$ cat config.mk
export PLATFORM = sky130hd
export DESIGN_NAME = vga_sprite_renderer
export DESIGN_NICKNAME = d
export VERILOG_FILES = /design/src/rtl/vga_pkg.sv /design/src/rtl/sprite_motion.sv /design/src/rtl/vga_sprite_renderer.sv
export SDC_FILE = /design/constraint.sdc
export NUM_CORES = 1
export LEC_CHECK = 0
export CORE_MARGIN = 2
export CORE_UTILIZATION = 50
export DETAILED_ROUTE_END_ITERATION = 12
export GPL_TIMING_DRIVEN = 0
export PLACE_DENSITY = 0.79
export SLEW_MARGIN = 20
export SYNTH_ARGS = -nofsm -noshare
export SYNTH_HDL_FRONTEND = slang
export SYNTH_SLANG_ARGS = --single-unit
$ cat constraint.sdc
create_clock -name vga_clk -period 6.62 [get_ports vga_clk]
set_input_delay 0.993 -clock vga_clk [delete_from_list [all_inputs] [get_ports vga_clk]]
set_output_delay 0.993 -clock vga_clk [all_outputs]
set_load 0.005 [all_outputs]
$ cat src/rtl/vga_pkg.sv
// Shared constants, pixel type and bounce helper for the VGA sprite renderer.
// SPRITE_SCALE2X_EN doubles the on-screen sprite size (each ROM bit covers 2x2 pixels).
package vga_pkg;

  localparam int H_ACTIVE_DEF = 800;
  localparam int V_ACTIVE_DEF = 600;
  localparam int SPR_SIZE     = 64;

`ifdef SPRITE_SCALE2X_EN
  localparam int SPR_SCALE = 2;
`else
  localparam int SPR_SCALE = 1;
`endif

  localparam int SPR_DRAW = SPR_SIZE * SPR_SCALE;

  typedef struct packed {
    logic [4:0] r;
    logic [5:0] g;
    logic [4:0] b;
  } rgb565_t;

  localparam rgb565_t COLOR_BLACK = '0;

  // Returns {dir_neg, pos} after one frame step; the sprite clamps to the edge and reverses there.
  function automatic logic [12:0] bounce_step(input logic [11:0] pos,
                                              input logic        dir_neg,
                                              input logic [11:0] step,
                                              input logic [11:0] lim);
    logic [12:0] res;
    if (!dir_neg) begin
      if (pos + step >= lim) res = {1'b1, lim};
      else                   res = {1'b0, pos + step};
    end else begin
      if (pos <= step)       res = {1'b0, 12'd0};
      else                   res = {1'b1, pos - step};
    end
    return res;
  endfunction

endpackage

$ cat src/rtl/sprite_motion.sv
// Per-frame sprite position: one STEP per axis on each tick, bouncing off the screen edges.
// Honours SPRITE_SCALE2X_EN through vga_pkg::SPR_DRAW (larger sprite, smaller travel limit).
module sprite_motion
  import vga_pkg::*;
#(
  parameter int H_ACTIVE = H_ACTIVE_DEF,
  parameter int V_ACTIVE = V_ACTIVE_DEF,
  parameter int STEP     = 1
) (
  input  logic        vga_clk,
  input  logic        rst_n,
  input  logic        tick,
  output logic [11:0] sprite_x,
  output logic [11:0] sprite_y
);

  localparam logic [11:0] LIM_X  = 12'(H_ACTIVE - SPR_DRAW);
  localparam logic [11:0] LIM_Y  = 12'(V_ACTIVE - SPR_DRAW);
  localparam logic [11:0] STEP_V = 12'(STEP);

  logic [11:0] x_q, y_q;
  logic        dir_x_q, dir_y_q;   // 1 = moving towards 0
  logic [12:0] step_x_d, step_y_d;

  assign step_x_d = bounce_step(x_q, dir_x_q, STEP_V, LIM_X);
  assign step_y_d = bounce_step(y_q, dir_y_q, STEP_V, LIM_Y);

  always_ff @(posedge vga_clk or negedge rst_n) begin
    if (!rst_n) begin
      x_q     <= '0;
      y_q     <= '0;
      dir_x_q <= 1'b0;
      dir_y_q <= 1'b0;
    end else if (tick) begin
      {dir_x_q, x_q} <= step_x_d;
      {dir_y_q, y_q} <= step_y_d;
    end
  end

  assign sprite_x = x_q;
  assign sprite_y = y_q;

endmodule

$ cat src/rtl/vga_sprite_renderer.sv
// Two-stage pixel pipeline: sprite hit test + ROM fetch, then RGB565 select (2-cycle latency).
// SPRITE_SCALE2X_EN draws the 64x64 ROM image as 128x128 by halving the pixel offsets.
module vga_sprite_renderer
  import vga_pkg::*;
#(
  parameter int          H_ACTIVE = H_ACTIVE_DEF,
  parameter int          V_ACTIVE = V_ACTIVE_DEF,
  parameter int          STEP     = 1,
  parameter logic [15:0] FG_COLOR = 16'hFFFF,
  parameter logic [15:0] BG_COLOR = 16'h001F
) (
  input  logic        vga_clk,
  input  logic        rst_n,
  input  logic        Ready_Sig,
  input  logic [11:0] Column_Addr_Sig,
  input  logic [11:0] Row_Addr_Sig,
  output logic [5:0]  rom_addr,
  input  logic [63:0] rom_data,
  output logic [4:0]  Red_Sig,
  output logic [5:0]  Green_Sig,
  output logic [4:0]  Blue_Sig
);

  localparam int          IDX_W = $clog2(SPR_DRAW);
  localparam logic [11:0] DRAW  = 12'(SPR_DRAW);

  logic [11:0]      sprite_x, sprite_y;
  logic [IDX_W-1:0] dx, dy;
  logic [5:0]       bit0;
  logic             hit0, tick;

  logic             act1_q, hit1_q;
  logic [5:0]       bit1_q;
  rgb565_t          rgb_q, rgb_d;

  sprite_motion #(
    .H_ACTIVE (H_ACTIVE),
    .V_ACTIVE (V_ACTIVE),
    .STEP     (STEP)
  ) u_motion (
    .vga_clk  (vga_clk),
    .rst_n    (rst_n),
    .tick     (tick),
    .sprite_x (sprite_x),
    .sprite_y (sprite_y)
  );

  // Ready_Sig is a plain qualifier, not a handshake: coordinates are consumed every cycle, no back-pressure.
  assign tick = Ready_Sig && (Column_Addr_Sig == 12'(H_ACTIVE - 1))
                          && (Row_Addr_Sig    == 12'(V_ACTIVE - 1));

  assign dx = IDX_W'(Column_Addr_Sig - sprite_x);
  assign dy = IDX_W'(Row_Addr_Sig - sprite_y);

  assign hit0 = Ready_Sig
             && (Column_Addr_Sig >= sprite_x) && (Column_Addr_Sig < sprite_x + DRAW)
             && (Row_Addr_Sig    >= sprite_y) && (Row_Addr_Sig    < sprite_y + DRAW);

`ifdef SPRITE_SCALE2X_EN
  assign rom_addr = 6'(dy >> 1);
  assign bit0     = 6'(dx >> 1);
`else
  assign rom_addr = dy;
  assign bit0     = dx;
`endif

  always_comb begin
    rgb_d = COLOR_BLACK;
    if (act1_q) begin
      rgb_d = rgb565_t'(BG_COLOR);
      if (hit1_q && rom_data[6'd63 - bit1_q]) rgb_d = rgb565_t'(FG_COLOR);
    end
  end

  always_ff @(posedge vga_clk or negedge rst_n) begin
    if (!rst_n) begin
      act1_q <= 1'b0;
      hit1_q <= 1'b0;
      bit1_q <= '0;
      rgb_q  <= COLOR_BLACK;
    end else begin
      act1_q <= Ready_Sig;
      hit1_q <= hit0;
      bit1_q <= bit0;
      rgb_q  <= rgb_d;
    end
  end

  assign Red_Sig   = rgb_q.r;
  assign Green_Sig = rgb_q.g;
  assign Blue_Sig  = rgb_q.b;

endmodule

Run 1, gate-type map:
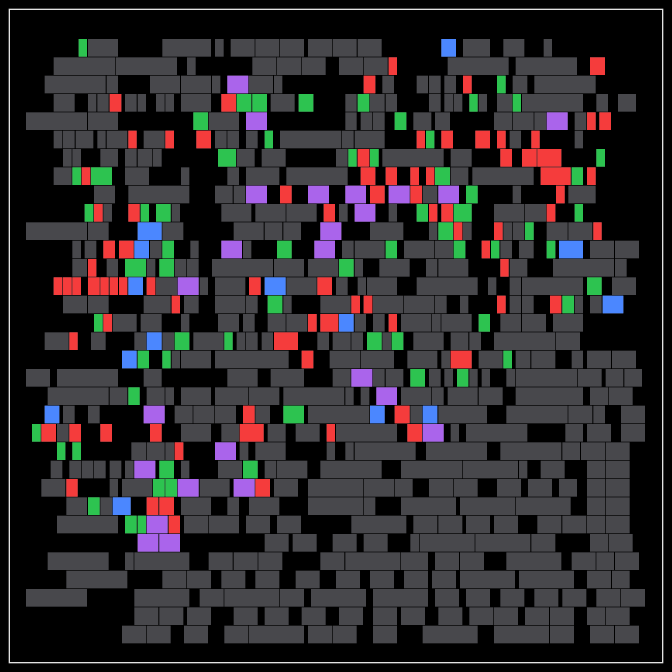
legend:
  purple:
    family: XOR/XNOR gates
    cells: 24
  red:
    family: NOR gates
    cells: 83
  green:
    family: NAND gates
    cells: 64
  blue:
    family: AND and OR gates
    cells: 14
Final Non-Filler Cells: 731
Comb/total area: 53.08%
most frequent logic cell in the layout: clkdlybuf4s50_1

Run 1, routing congestion map:
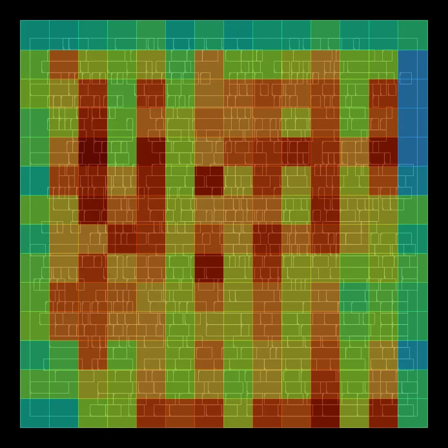
wire length per cell: 19.01 um
met1 track demand over resource: 37.06%

==> GITHUB_STEP_SUMMARY, run 1 <==
### Yosys + OpenROAD results

| Metric | Value |
|---|---|
| GPL Wtd Cong | ~0.98 |
| Post-CTS Setup Inserts | 0 |
| Flops | 36 |
| First drt pass iteration count | 5 |
| R2R Path Start | bit1_q[1] |
| Peak VDD IR | 0.0001086 V |
| Basic Gates by Area | 19.58% |
| Req. time, crit path | about 5600 ps |
| Worst path slowest cell | clkdlybuf4s50_1 |
| Antenna Violating Nets Remaining | 0 |
| Crit. Startpoint | Row_Addr_Sig[1] |
| Reg power frac | around two fifths |
| Biggest area cells | dfrtp_1 21%, ha_1 13%, mux4_2 11%, xnor2_1 4.3%, o21ai_0 4.1% |
| Sw Pwr | roughly 0.15 mW |
| Critical Path End Type | output port |
| Largest net degree at the start of global routing | 21 |
| Synth Area per Inst | roughly 8.5 um^2 |
| Mapped Area | about 0.0043 mm^2 |
| # H-tree levels | 2 |
| PwrDens | between 100 and 150 mW/mm^2 |
| Top Family by Delay on Critical Path | buffers and inverters |
| Cell total in the yosys stat output | 505 |
| Cell Type Count | ~67 |
| Register Area | around 900 um^2 |
| Hold WS | between 400 and 500 ps |
| # setup viols final | 0 |
| Overall power | just under 0.6 mW |
| Asr flop ratio synth | 100.0% |
| Met3 wire len | 837 um |
| Die Size | 0.009359 mm^2 |
| Yosys synthesis chip area | about 0.0043 mm^2 |
| Worst slack at placement | ~2400 ps |
| Worst Path Arrival | 3280 ps |
| Tap cell count | between 100 and 150 |
| Outcome | completed |
| Count of plain and timing-repair buffers | approximately 160 |
| Clock Path Buffers | 2 |
| Dominant power group | registers |
| Met2 usage | approximately half |
| Xor/xnor share | 4.888% |
| Nets | roughly 760 |
| Worst Hold Depth | 0 |
| CP Launch Type | primary input |
| Hold Path Origin | act1_q |
| Slowest cell delay on critical path | approximately 540 ps |
| Rows | 33 |
Run 1, cells colored by class:
Scale bar: 20 um.
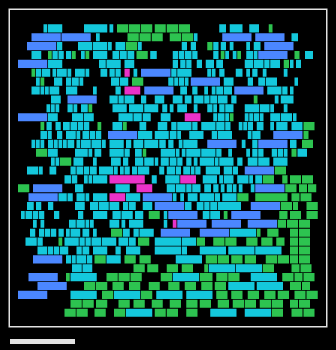
legend:
  magenta:
    class: clock drivers and dummy loads
    cells: 8
    share_of_their_area: 1.9%
  cyan:
    class: all other logic
    cells: 427
    share_of_their_area: 57%
  blue:
    class: flops
    cells: 36
    share_of_their_area: 16%
  green:
    class: other buffers and delay cells
    cells: 155
    share_of_their_area: 25%
final instance area: 0.005683 mm^2
core footprint: 0.008258 mm^2
Util after Layout: 68.82%

==> run 2: changes to the inputs <==
--- a/config.mk
+++ b/config.mk
@@ -6,10 +6,10 @@
 export NUM_CORES = 1
 export LEC_CHECK = 0
 export CORE_MARGIN = 2
-export CORE_UTILIZATION = 50
+export CORE_UTILIZATION = 46
 export DETAILED_ROUTE_END_ITERATION = 12
 export GPL_TIMING_DRIVEN = 0
-export PLACE_DENSITY = 0.79
+export PLACE_DENSITY = 0.76
 export SLEW_MARGIN = 20
 export SYNTH_ARGS = -nofsm -noshare
 export SYNTH_HDL_FRONTEND = slang
==> constraint.sdc (replaced) <==
create_clock -name vga_clk -period 3.7 [get_ports vga_clk]
set_input_delay 0.555 -clock vga_clk [delete_from_list [all_inputs] [get_ports vga_clk]]
set_output_delay 0.555 -clock vga_clk [all_outputs]
set_load 0.005 [all_outputs]
Run 2, routing congestion map:
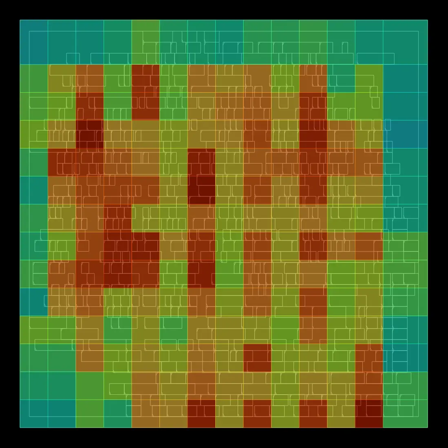
GR peak layer: met2
met2 usage: 47.74%
wire length per cell: 18.34 um
M3 GR Usage: 3.883%

==> GITHUB_STEP_SUMMARY, run 2 <==
### Yosys + OpenROAD results

| Metric | Value |
|---|---|
| TNS Setup | 0 ps |
| Dominant power group | registers |
| # H-tree levels | 2 |
| Req. time, crit path | 3140 ps |
| Clk_lat worst skew | 300 ps |
| Overall power | between 1 and 1.5 mW |
| Flops | 36 |
| PwrDens | between 150 and 200 mW/mm^2 |
| Count of plain and timing-repair buffers | roughly 160 |
| Critical Path End Type | output port |
| Post-CTS Setup Inserts | 0 |
| TritonCTS clock tree | built |
| Yosys synthesis chip area | about 0.0043 mm^2 |
| Reg power frac | 38.0% |
| Core footprint | a little over 0.009 mm^2 |
| Mapped Area | roughly 0.0043 mm^2 |
| Basic Gates by Area | 19.58% |
| Most frequent logic cell in the layout | clkdlybuf4s50_1 |
| Clock Power Share | between 30% and 40% |
| Yosys aoi share | between 10% and 20% |
| Synth logic family | AND-OR/OR-AND gates |
| Peak VDD IR | 0.0001091 V |
| Final Non-Filler Cells | approximately 740 |
| R2R Path Start | bit1_q[1] |
| WS Path Type | reg -> out |
| Asr flop ratio synth | 100.0% |
| Antenna Violating Nets Remaining | 0 |
| Cell Type Count | between 60 and 70 |
| Met1 track demand over resource | a little over a third |
| Clock Path Buffers | 2 |
| CP Launch Type | flop |
| Crit. Startpoint | u_motion.sprite_y[1] |
| Util after Layout | between 60% and 70% |
| Nets | between 700 and 800 |
| Synth Area per Inst | between 8 and 9 um^2 |
| Die Size | approximately 0.010 mm^2 |
| GPL Wtd Cong | a little over 0.9 |
| Hold WS | between 200 and 250 ps |
| Comb/total area | 52.98% |
| Xor/xnor share | 4.888% |
| Largest net degree at the start of global routing | 21 |
| Rows | 35 |
| Tap cell count | around 110 |
| Outcome | completed |
| Worst path slowest cell | clkdlybuf4s50_1 |
| Final instance area | ~0.0057 mm^2 |
| Met3 wire len | approximately 910 um |
| Sw Pwr | 0.2753 mW |
| Worst Path Arrival | 2890 ps |
==> run 3: changes to the inputs <==
--- a/config.mk
+++ b/config.mk
@@ -9,6 +9,7 @@
 export CORE_UTILIZATION = 46
 export DETAILED_ROUTE_END_ITERATION = 12
 export GPL_TIMING_DRIVEN = 0
+export MAX_ROUTING_LAYER = met4
 export PLACE_DENSITY = 0.76
 export SLEW_MARGIN = 20
 export SYNTH_ARGS = -nofsm -noshare
==> GITHUB_STEP_SUMMARY, run 3 <==
### Yosys + OpenROAD results

| Metric | Value |
|---|---|
| Outcome | completed |
| Synth logic family | AND-OR/OR-AND gates |
| Worst path slowest cell | clkdlybuf4s50_1 |
| Synth Area per Inst | around 8.5 um^2 |
| Yosys aoi share | 19.87% |
| Count of plain and timing-repair buffers | 155 |
| CP Launch Type | flop |
| Antenna Violating Nets Remaining | 0 |
| PwrDens | 189.2 mW/mm^2 |
| First drt pass iteration count | 4 |
| Cell Type Count | between 60 and 70 |
| TNS Setup | 0 ps |
| Met2 usage | roughly half |
| Met3 wire len | about 900 um |
| Xor/xnor share | ~4.9% |
| Mapped Area | between 0.004 and 0.005 mm^2 |
| Clock Path Buffers | 2 |
| # setup viols final | 0 |
| Top Family by Delay on Critical Path | buffers and inverters |
| Worst Path Arrival | around 3000 ps |
| Rows | 35 |
| R2R Path Start | bit1_q[1] |
| Dominant power group | registers |
| Overall power | around 1.1 mW |
| Basic Gates by Area | approximately 20% |
| TritonCTS clock tree | built |
| Register Area | approximately 900 um^2 |
| Slowest cell delay on critical path | about 540 ps |
| Flops | 36 |
| WS Path Type | reg -> out |
| Reg power frac | between 30 and 40% |
| Wire length per cell | 18.82 um |
| Sw Pwr | between 0.2 and 0.3 mW |
| Comb/total area | ~53% |
| Nets | roughly 760 |
| Req. time, crit path | ~3100 ps |
| Core footprint | ~0.0092 mm^2 |
| Biggest area cells | dfrtp_1 21%, ha_1 13%, mux4_2 11%, xnor2_1 4.3%, o21ai_0 4.1% |
| Asr flop ratio synth | 100.0% |
| Largest net degree at the start of global routing | 21 |
| Tap cell count | 111 |
| Cell total in the yosys stat output | around 510 |
| GPL Wtd Cong | 0.9464 |
| Post-CTS Setup Inserts | 0 |
Run 3, sequential cells colored by netlist name:
Scale bar: 20 um. Other sequential cells in the stronger gray, the rest of the logic in the fainter gray.
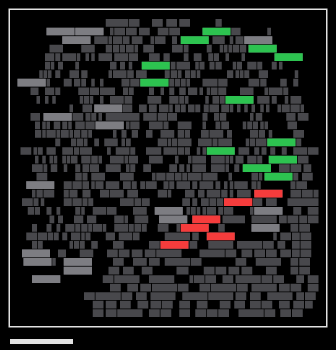
legend:
  red:
    netlist_name: `bit1_q`
    flops: 6
  green:
    netlist_name: `u_motion.sprite_x`
    flops: 12
Util after Layout: 62.26%
P_seq: 0.407 mW

Power figures rest on the tool's default switching activity, not on a simulated workload.
